Figure 1. Placed standard cells.
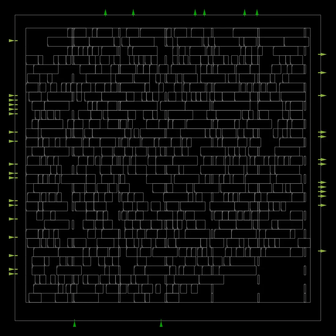
Figure 2. Cell sizes after repair.
The bar under the picture is 20 um long.
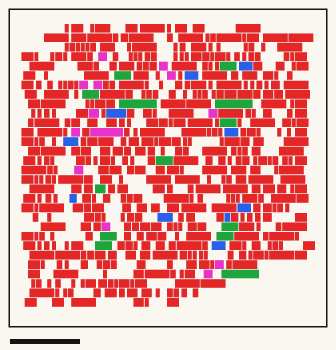
==> src/rtl/tx10_pkg.sv <==
// Shared types and sizing for the tx10 BCD display path.
// Constants describe the default temperature word and display width.
package tx10_pkg;

    localparam int TX10_W       = 17;
    localparam int TX10_FRAC    = 4;
    localparam int BCD_DIGITS   = 4;
    localparam int SHIFT_CYCLES = TX10_W - TX10_FRAC;

    typedef enum logic [1:0] {
        IDLE,
        LOAD,
        SHIFT,
        DONE
    } state_t;

endpackage

==> src/rtl/bcd_add3.sv <==
// Double-dabble digit correction: a nibble of 5 or more gets +3 before the shift.
module bcd_add3 (
    input  logic [3:0] din,
    output logic [3:0] dout
);

    assign dout = (din >= 4'd5) ? din + 4'd3 : din;

endmodule

==> src/rtl/tx10_bcd_display.sv <==
// Iterative signed tx10 to sign + BCD digits converter (round, then shift-add-3).
// One bit of the rounded magnitude is consumed per SHIFT cycle.
module tx10_bcd_display
    import tx10_pkg::*;
#(
    parameter int WIDTH_IN  = TX10_W,
    parameter int FRAC_BITS = TX10_FRAC,
    parameter int DIGITS    = BCD_DIGITS
) (
    input  logic                clk,
    input  logic                rst_n,
    input  logic                start,
    input  logic [WIDTH_IN-1:0] tx10,
    output logic                busy,
    output logic                done,
    output logic                neg,
    output logic [3:0]          d3,
    output logic [3:0]          d2,
    output logic [3:0]          d1,
    output logic [3:0]          d0
);

    localparam int VAL_W = WIDTH_IN - FRAC_BITS;
    localparam int MAG_W = WIDTH_IN + 1;
    localparam int BCD_W = 4 * DIGITS;
    localparam int CNT_W = $clog2(VAL_W);

    state_t state, state_nxt;

    logic [WIDTH_IN-1:0]    cap;
    logic                   sign;
    logic                   nz;
    logic [VAL_W-1:0]       val;
    logic [BCD_W-1:0]       bcd;
    logic [CNT_W-1:0]       cnt;
    logic                   neg_q;
    logic [BCD_W-1:0]       dig_q;

    logic [MAG_W-1:0]       mag;
    logic [MAG_W-1:0]       rnd;
    logic [VAL_W-1:0]       val_ld;
    logic [BCD_W-1:0]       bcd_corr;
    logic [BCD_W+VAL_W-1:0] sh_all;
    logic [BCD_W-1:0]       bcd_sh;
    logic [VAL_W-1:0]       val_sh;
    logic                   last_shift;

    // Magnitude is one bit wider so the most negative input does not wrap.
    assign mag = cap[WIDTH_IN-1] ? (MAG_W'(0) - {cap[WIDTH_IN-1], cap})
                                 : {1'b0, cap};
    assign rnd = (mag + MAG_W'(1 << (FRAC_BITS - 1))) >> FRAC_BITS;
    assign val_ld = (rnd > MAG_W'((1 << VAL_W) - 1)) ? '1 : rnd[VAL_W-1:0];

    bcd_add3 u_add3 [DIGITS-1:0] (
        .din  (bcd),
        .dout (bcd_corr)
    );

    assign sh_all     = {bcd_corr, val} << 1;
    assign bcd_sh     = sh_all[BCD_W+VAL_W-1:VAL_W];
    assign val_sh     = sh_all[VAL_W-1:0];
    assign last_shift = (state == SHIFT) && (cnt == CNT_W'(VAL_W - 1));

    always_ff @(posedge clk) begin
        if (!rst_n) state <= IDLE;
        else        state <= state_nxt;
    end

    always_comb begin
        state_nxt = state;
        case (state)
            IDLE:    if (start) state_nxt = LOAD;
            LOAD:    state_nxt = SHIFT;
            SHIFT:   if (last_shift) state_nxt = DONE;
            DONE:    state_nxt = IDLE;
            default: state_nxt = IDLE;
        endcase
    end

    always_ff @(posedge clk) begin
        if (!rst_n) begin
            cap   <= '0;
            sign  <= 1'b0;
            nz    <= 1'b0;
            val   <= '0;
            bcd   <= '0;
            cnt   <= '0;
            neg_q <= 1'b0;
            dig_q <= '0;
        end else begin
            case (state)
                IDLE: if (start) cap <= tx10;
                LOAD: begin
                    sign <= cap[WIDTH_IN-1];
                    val  <= val_ld;
                    nz   <= |val_ld;
                    bcd  <= '0;
                    cnt  <= '0;
                end
                SHIFT: begin
                    bcd <= bcd_sh;
                    val <= val_sh;
                    cnt <= cnt + 1'b1;
                    // Result lands on the edge into DONE so it is visible with the pulse.
                    if (last_shift) begin
                        dig_q <= bcd_sh;
                        neg_q <= sign & nz;
                    end
                end
                default: ;
            endcase
        end
    end

    assign busy = (state != IDLE);
    assign done = (state == DONE);
    assign neg  = neg_q;
    assign d3   = dig_q[15:12];
    assign d2   = dig_q[11:8];
    assign d1   = dig_q[7:4];
    assign d0   = dig_q[3:0];

endmodule

==> config.mk <==
export PLATFORM = sky130hd
export DESIGN_NAME = tx10_bcd_display
export DESIGN_NICKNAME = d
export VERILOG_FILES = /design/src/rtl/tx10_pkg.sv /design/src/rtl/bcd_add3.sv /design/src/rtl/tx10_bcd_display.sv
export SDC_FILE = /design/constraint.sdc
export NUM_CORES = 1
export LEC_CHECK = 0
export CAP_MARGIN = 15
export CORE_MARGIN = 3
export CORE_UTILIZATION = 55
export CTS_CLUSTER_SIZE = 20
export DETAILED_ROUTE_END_ITERATION = 10
export PLACE_DENSITY = 0.77
export REMOVE_ABC_BUFFERS = 1
export SYNTH_ARGS = -nofsm -noshare
export SYNTH_HDL_FRONTEND = slang
export SYNTH_SLANG_ARGS = --single-unit
export TNS_END_PERCENT = 30
==> constraint.sdc <==
create_clock -name clk -period 3.62 [get_ports clk]
set_input_delay 1.086 -clock clk [delete_from_list [all_inputs] [get_ports clk]]
set_output_delay 1.086 -clock clk [all_outputs]
set_load 0.03 [all_outputs]
==> out/results.tsv <==
metric	value	unit
outcome	complete, no violations	
dp_cells	617	
fp_util	57.45	%
grt_pass1_vias	3294	
ys_sh_adder	5.298	%
met1_length	3909	um
p_comb_share	38.1	%
simple_gate_area_share	24.85	%
largest-register	cap	
flop_area	0.001421	mm2
compound_area_share	20.62	%
met2WireLength	4205	um
cts_root_buf	clkbuf_8	
cp.required	3860	ps
worstMarginPinSlew	763.5	ps
async_reset_ff_share	0	%
ff2ff_path_depth	12	
io_pins	39	
grtUsageMet3	4.805	%
worstSkewPairLatency	350	ps
reg2reg_from	cap[0]	
drc_errors	0	
power_frac_seq	34.5	%
final_util	67.30	%
grt_antenna_before_repair	0	
comb_cells	382	
cts.reportedPaths.clkPinSlew	80	ps
die_h	90.94	um
synth_flops	71	
hold_class	register to register	
cts_resized	0	
worst_r2r_endpoint	nz	
ys_types	56	
ant_nets	0	
rsz0062_at_grt	no	
synth-main-ff-cell	dfxtp_1	
seq_power	0.986	mW
chipWidth	90.94	um
cts_sinks	71	
chipArea	0.008269	mm2
lay_top_cells	dfxtp_1, nor2_1, nand2_1	
min_path_cells	2	
fin_cells	633	
cp_num_buf_inv	0	
hold_viol	0	
Notes on Figure 1 above:
core area: 0.006907 mm2
row cnt: 30
TAP cells: 96
FF+latch count: 71

Notes on Figure 2 above:
- drive 6 and up: green (cells 13)
- drive 1 or less: red (cells 501)
- drive 2: blue (cells 10)
- drive 3 to 4: magenta (cells 13)
Non-clk bufs: 48
area delta synth->final: 17.16%
worst setup margin: 492.4 ps

-- cell usage after synthesis, types with 6 or more instances --
master	instances	area share (%)
nor3_1	9	1.1
nor2_1	64	6.1
nor3b_1	7	1.3
o31ai_1	8	1.5
a31oi_1	6	0.95
nand2b_1	9	1.4
o211ai_1	6	1.1
o21ai_0	9	1.1
nand4_1	7	1.1
inv_1	19	1.8
dfxtp_1	71	36
mux2i_1	6	1.5
clkbuf_1	30	2.8
a21oi_1	57	7.2
a211oi_1	6	1.1
nand2_1	63	6.0
nand3_1	12	1.5
o22ai_1	6	0.95
ha_1	16	5.0
xnor2_1	18	4.0
